File: config.mk
export PLATFORM = sky130hd
export DESIGN_NAME = regfile_access_arbiter
export DESIGN_NICKNAME = d
export VERILOG_FILES = /design/src/rtl/regfile_access_arbiter.sv
export SDC_FILE = /design/constraint.sdc
export NUM_CORES = 1
export LEC_CHECK = 0
export ABC_AREA = 1
export ABC_CLOCK_PERIOD_IN_PS = 2000
export CAP_MARGIN = 5
export CORE_ASPECT_RATIO = 0.5
export CORE_UTILIZATION = 38
export CTS_BUF_LIST = sky130_fd_sc_hd__clkbuf_4 sky130_fd_sc_hd__clkbuf_8 sky130_fd_sc_hd__clkbuf_16
export DETAILED_ROUTE_END_ITERATION = 10
export HOLD_SLACK_MARGIN = 0.03
export PLACE_DENSITY = 0.79
export SLEW_MARGIN = 20
export SYNTH_ARGS = -nofsm -noshare
export SYNTH_HDL_FRONTEND = slang
export SYNTH_SLANG_ARGS = --single-unit
File: constraint.sdc
create_clock -name CLK -period 2 [get_ports CLK]
set_clock_uncertainty 0.2 [all_clocks]
set_input_delay 0.4 -clock CLK [delete_from_list [all_inputs] [get_ports CLK]]
set_output_delay 0.4 -clock CLK [all_outputs]
set_load 0.1 [all_outputs]
File: src/rtl/regfile_access_arbiter.sv
`default_nettype none
// ============================================================================
// Module      : regfile_access_arbiter
// Description : Round-robin valid/ready arbiter sharing one register file
//               access path between the core datapath and the I/O/debug unit.
// Revision    : 1.0 - initial release
// ============================================================================
module regfile_access_arbiter #(
    parameter int NUM_REGS   = 10,
    parameter int DATA_WIDTH = 16,
    parameter int ADDR_WIDTH = 4
) (
    input  logic                  CLK,
    input  logic                  RST_n,
    input  logic                  Req_Valid_0,
    input  logic                  Req_Write_0,
    input  logic [ADDR_WIDTH-1:0] Req_Addr_0,
    input  logic [DATA_WIDTH-1:0] Req_Data_0,
    output logic                  Req_Ready_0,
    output logic                  Rsp_Valid_0,
    output logic [DATA_WIDTH-1:0] Rsp_Data_0,
    output logic                  Rsp_Err_0,
    input  logic                  Req_Valid_1,
    input  logic                  Req_Write_1,
    input  logic [ADDR_WIDTH-1:0] Req_Addr_1,
    input  logic [DATA_WIDTH-1:0] Req_Data_1,
    output logic                  Req_Ready_1,
    output logic                  Rsp_Valid_1,
    output logic [DATA_WIDTH-1:0] Rsp_Data_1,
    output logic                  Rsp_Err_1,
    output logic [ADDR_WIDTH-1:0] RF_Sel,
    output logic                  RF_WE,
    output logic [DATA_WIDTH-1:0] RF_WData,
    input  logic [DATA_WIDTH-1:0] RF_RData,
    output logic                  Busy
);

    localparam logic [1:0] S_IDLE   = 2'd0;
    localparam logic [1:0] S_ACCESS = 2'd1;
    localparam logic [1:0] S_RESP   = 2'd2;

    localparam logic [ADDR_WIDTH:0] c_num_regs = (ADDR_WIDTH+1)'(NUM_REGS);

    logic [1:0]            r_state;
    logic                  r_last_grant;
    logic                  r_grant;
    logic                  r_write;
    logic [ADDR_WIDTH-1:0] r_addr;
    logic [DATA_WIDTH-1:0] r_data;
    logic [DATA_WIDTH-1:0] r_rsp_data;
    logic                  r_rsp_err;

    logic w_idle;
    logic w_any;
    logic w_grant;
    logic w_legal;
    logic w_resp0;
    logic w_resp1;

    assign w_idle  = (r_state == S_IDLE);
    assign w_any   = Req_Valid_0 | Req_Valid_1;
    // On a tie the requester that did not win last time is served.
    assign w_grant = (Req_Valid_0 & Req_Valid_1) ? ~r_last_grant : Req_Valid_1;
    assign w_legal = ({1'b0, r_addr} < c_num_regs);

    assign Req_Ready_0 = w_idle & w_any & ~w_grant;
    assign Req_Ready_1 = w_idle & w_any &  w_grant;

    assign RF_Sel   = r_addr;
    assign RF_WData = r_data;
    // Gating with RST_n keeps a reset-sampling edge from committing a write.
    assign RF_WE    = (r_state == S_ACCESS) & r_write & w_legal & RST_n;
    assign Busy     = ~w_idle;

    assign w_resp0 = (r_state == S_RESP) & ~r_grant;
    assign w_resp1 = (r_state == S_RESP) &  r_grant;

    assign Rsp_Valid_0 = w_resp0;
    assign Rsp_Data_0  = w_resp0 ? r_rsp_data : '0;
    assign Rsp_Err_0   = w_resp0 & r_rsp_err;
    assign Rsp_Valid_1 = w_resp1;
    assign Rsp_Data_1  = w_resp1 ? r_rsp_data : '0;
    assign Rsp_Err_1   = w_resp1 & r_rsp_err;

    always_ff @(posedge CLK) begin
        if (!RST_n) begin
            r_state      <= S_IDLE;
            r_last_grant <= 1'b1;
            r_grant      <= 1'b0;
            r_write      <= 1'b0;
            r_addr       <= '0;
            r_data       <= '0;
            r_rsp_data   <= '0;
            r_rsp_err    <= 1'b0;
        end else begin
            case (r_state)
                S_IDLE: begin
                    if (w_any) begin
                        r_grant      <= w_grant;
                        r_last_grant <= w_grant;
                        r_write      <= w_grant ? Req_Write_1 : Req_Write_0;
                        r_addr       <= w_grant ? Req_Addr_1  : Req_Addr_0;
                        r_data       <= w_grant ? Req_Data_1  : Req_Data_0;
                        r_state      <= S_ACCESS;
                    end
                end
                S_ACCESS: begin
                    r_rsp_data <= (w_legal && !r_write) ? RF_RData : '0;
                    r_rsp_err  <= ~w_legal;
                    r_state    <= S_RESP;
                end
                S_RESP: begin
                    r_rsp_data <= '0;
                    r_rsp_err  <= 1'b0;
                    r_state    <= S_IDLE;
                end
                default: begin
                    r_state <= S_IDLE;
                end
            endcase
        end
    end

endmodule
`default_nettype wire
Fig. 1: cell classes on the final placement
Scale: 6 px per um.
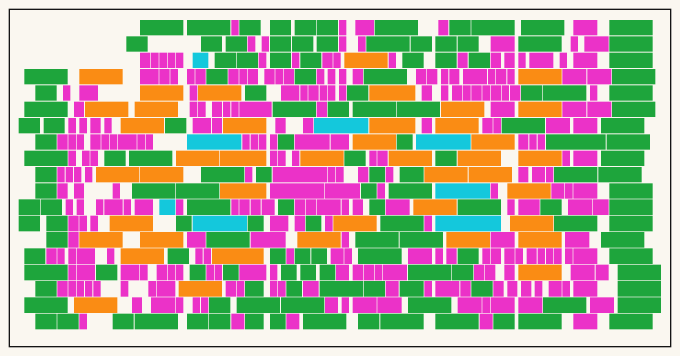
- clock drivers and dummy loads: cyan (cells 8; share of their area 3.7%)
- remaining logic cells: magenta (cells 269; share of their area 34%)
- remaining buffers and delay cells: green (cells 146; share of their area 44%)
- registers: orange (cells 42; share of their area 18%)
Site Rows: 19
Core ar.: 5540 um2
final instance area: 4730 um2
Seq area share: 18.0%
final core utilization: 85.3%

Fig. 2: clock nets
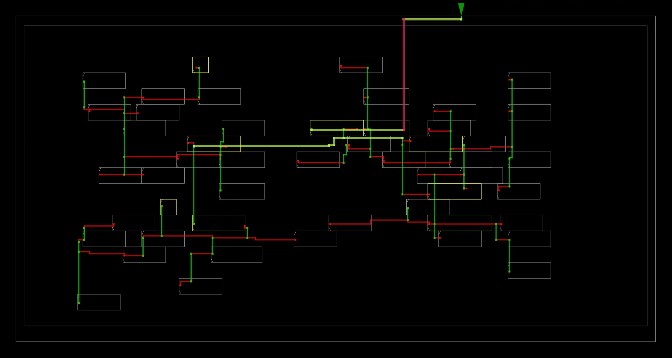
flop count: 42
Late-Pin Clk Latency: 0.28 ns

Fig. 3: the metal 3 layer
Scale: 6 px per um. Cells faint in the background.
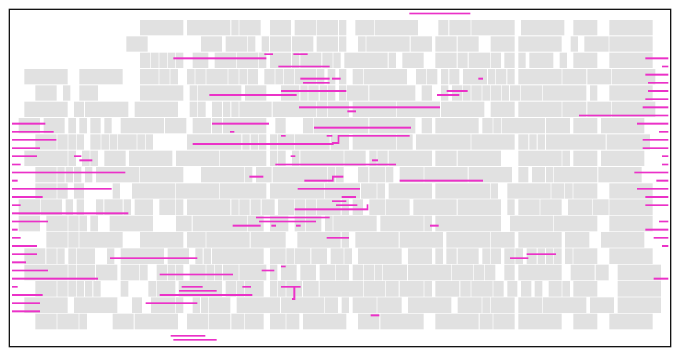
- longest straight run: 23.2 um
- share of all routed wire: 6.8%

Fig. 4: signal wires on met4
Scale: 4 px per um. Supply wires on this layer in grey. Cells faint in the background.
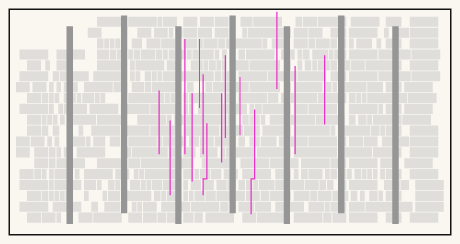
- longest straight run: 28.6 um
- main direction: vertical
- share of all routed wire: 3.2%
- nets with wire on the layer: 14
- wire length on this layer: 276 um

==> reports/results.txt <==
Status - complete, but fails checks
Failing checks - setup timing
Max-slew headroom - 74.8%
Ys flops - 42
Critical Path AT - 1.52 ns
Fin cells - 538
Crit. End Element - output port
Fraction of layout cells with a size suffix above 1 - 36.8%
Reg-to-reg slack, setup - 0.14 ns
Min-delay src - r_rsp_data[15]
Final ANT Viol Nets - 0
Unique cell types - 21
Filler instances - 300
ANT cells - 0
Die width - 110 um
H-tree depth - 2
Area fraction in xor and xnor cells - 0%
Critical Path RT - 1.40 ns
CP Launch Type - register
Routed length on met1 - 3260 um
Clock-cell share - 3.60%
Worst Setup SP - r_state[0]
Mux cell area share - 0%
Worst hold path type - register to register
Tapcells - 73
Initial antenna violation count - 0
FF-to-FF Start - r_state[0]
Switch Pwr - 1.45 mW
Comb gates - 237
DP Wirelength - 5460 um
Slew @ Worst Pin - 0.378 ns
Nets - 530
Starting Density - 40.0%
YS chip area - 2220 um2
Dominant kind of combinational cell - simple AND/OR/NAND/NOR gates
Total GRT Usage - 29.4%
CTS buffer count - 5
Die H - 56.0 um
Clock buffer depth - 2
Leakage - 1.81 nW
CTS root buf - clkbuf_16
CTS tree - yes
Most frequent logic cell in the layout - nand2_1
Max FO, Critical Path - 8
PortBufs - 121
Syn nets - 395
First-pass GRT wire length - 14000 um
Clk sinks - 42
Final wirelength - 8640 um
Top-Level Pins - 122
Minimum clock period - 2.12 ns
Cells on Worst Hold Path - 2
Reg2reg end - r_rsp_data[0]
Max frequency - 0.471 GHz
Vias in the first global route - 2883
Avg Inst Size Synth - 6.74 um2
Routed via count - 2751
Initial DRC count - 184
Power Dens Cells - 760 nW/um2
Clock share of power - 25.5%
Routed len/inst - 16.1 um
Simple Share, Synth - 35.6%
Setup ws final - -0.121 ns
Worst Path Class, Setup - register to output port
Signal buffers share of area - 43.4%
Met1 Use GR - 32.6%
Met3 WL - 583 um
Placed Area - 4380 um2
Worst-path clk slew - 0.06 ns
Met3 GRT Util - 6.67%
Drt via density - 5.11
Logic area - 1420 um2
Comb/total area - 30.0%
Busiest grt layer - met2
Non-CTS buffers - 146
Post-synthesis instance total - 329
# setup viols final - 37
AO/OA Area Share - 12.9%
Largest cell class - buffers
Max-slew violation count - 0
Hold WS - 0.268 ns
Placed cell count - 520
GR Util met2 - 53.4%
Yosys warns - 0
Synthesis-to-layout area growth - 113%
Cells in synth_stat.txt - 329
Mapped Area - 2220 um2
Tool warnings - 32
Drt drc - 0
Final hold viol count - 0
Max IR drop VDD - 0.487 mV
DR pass1 iterations - 4
Max-cap violations - 0
Seq pwr share - 29.0%
Switching Fraction - 40.3%
-- repair_timing --
item                       in CTS  in global routing
setup buffers                   6                  2
resized                        25                  3
setup endpoints to repair      37                 38
gates cloned                    3                  0
pin swaps                       3                  4
-- power by group through the flow --
| stage | Sequential (mW) | Combinational, mW | Clock, mW |
|---|---|---|---|
| after global placement | 1.04 | 1.49 | 0 |
| after global routing | 1.05 | 1.71 | 0.960 |
| after floorplan | 1.33 | 0.695 | 0 |
| final | 1.04 | 1.64 | 0.915 |
| after CTS | 1.04 | 1.60 | 0.922 |
| after detailed placement | 1.05 | 1.52 | 0 |
-- worst max-delay path by stage --
stage / cells after the start / slack [ns] / endpoint
4_1_cts: 8 / -0.1 / Rsp_Data_0[15]
3_5_place_dp: 7 / -0.13 / Req_Ready_1
3_3_place_gp: 7 / -0.07 / Req_Ready_1
6_report: 8 / -0.12 / Rsp_Data_0[8]
5_1_grt: 8 / -0.17 / Rsp_Data_0[6]
2_1_floorplan: 7 / -0.61 / Rsp_Data_0[10]
-- synth_stat cells --
library cell	instances	area share (%)
inv_2	3	0.51
o21ai_4	1	0.73
dfxtp_1	42	38
buf_6	6	3.0
nor3_4	1	0.73
nor3_1	1	0.23
a21oi_1	24	5.4
o21ai_0	2	0.45
ha_1	4	2.3
o21ai_2	1	0.40
nor2_1	40	6.8
inv_1	27	4.6
nand3_2	1	0.45
clkbuf_1	3	0.51
nand2_1	105	18
a21oi_2	15	5.9
buf_2	10	2.3
nor2_2	1	0.28
nand3_1	39	8.8
buf_4	1	0.34
nand2_2	2	0.56
-- worst max-delay path, cell delays in order (launching register included) --
cell and delay, ns:
dfxtp_4 0.35, inv_4 0.07, ha_4 0.16, inv_4 0.04, nor2_4 0.13, buf_12 0.14, inv_8 0.06, nor2_4 0.10
buf_12 0.18
Power and IR drop assume default switching activity.
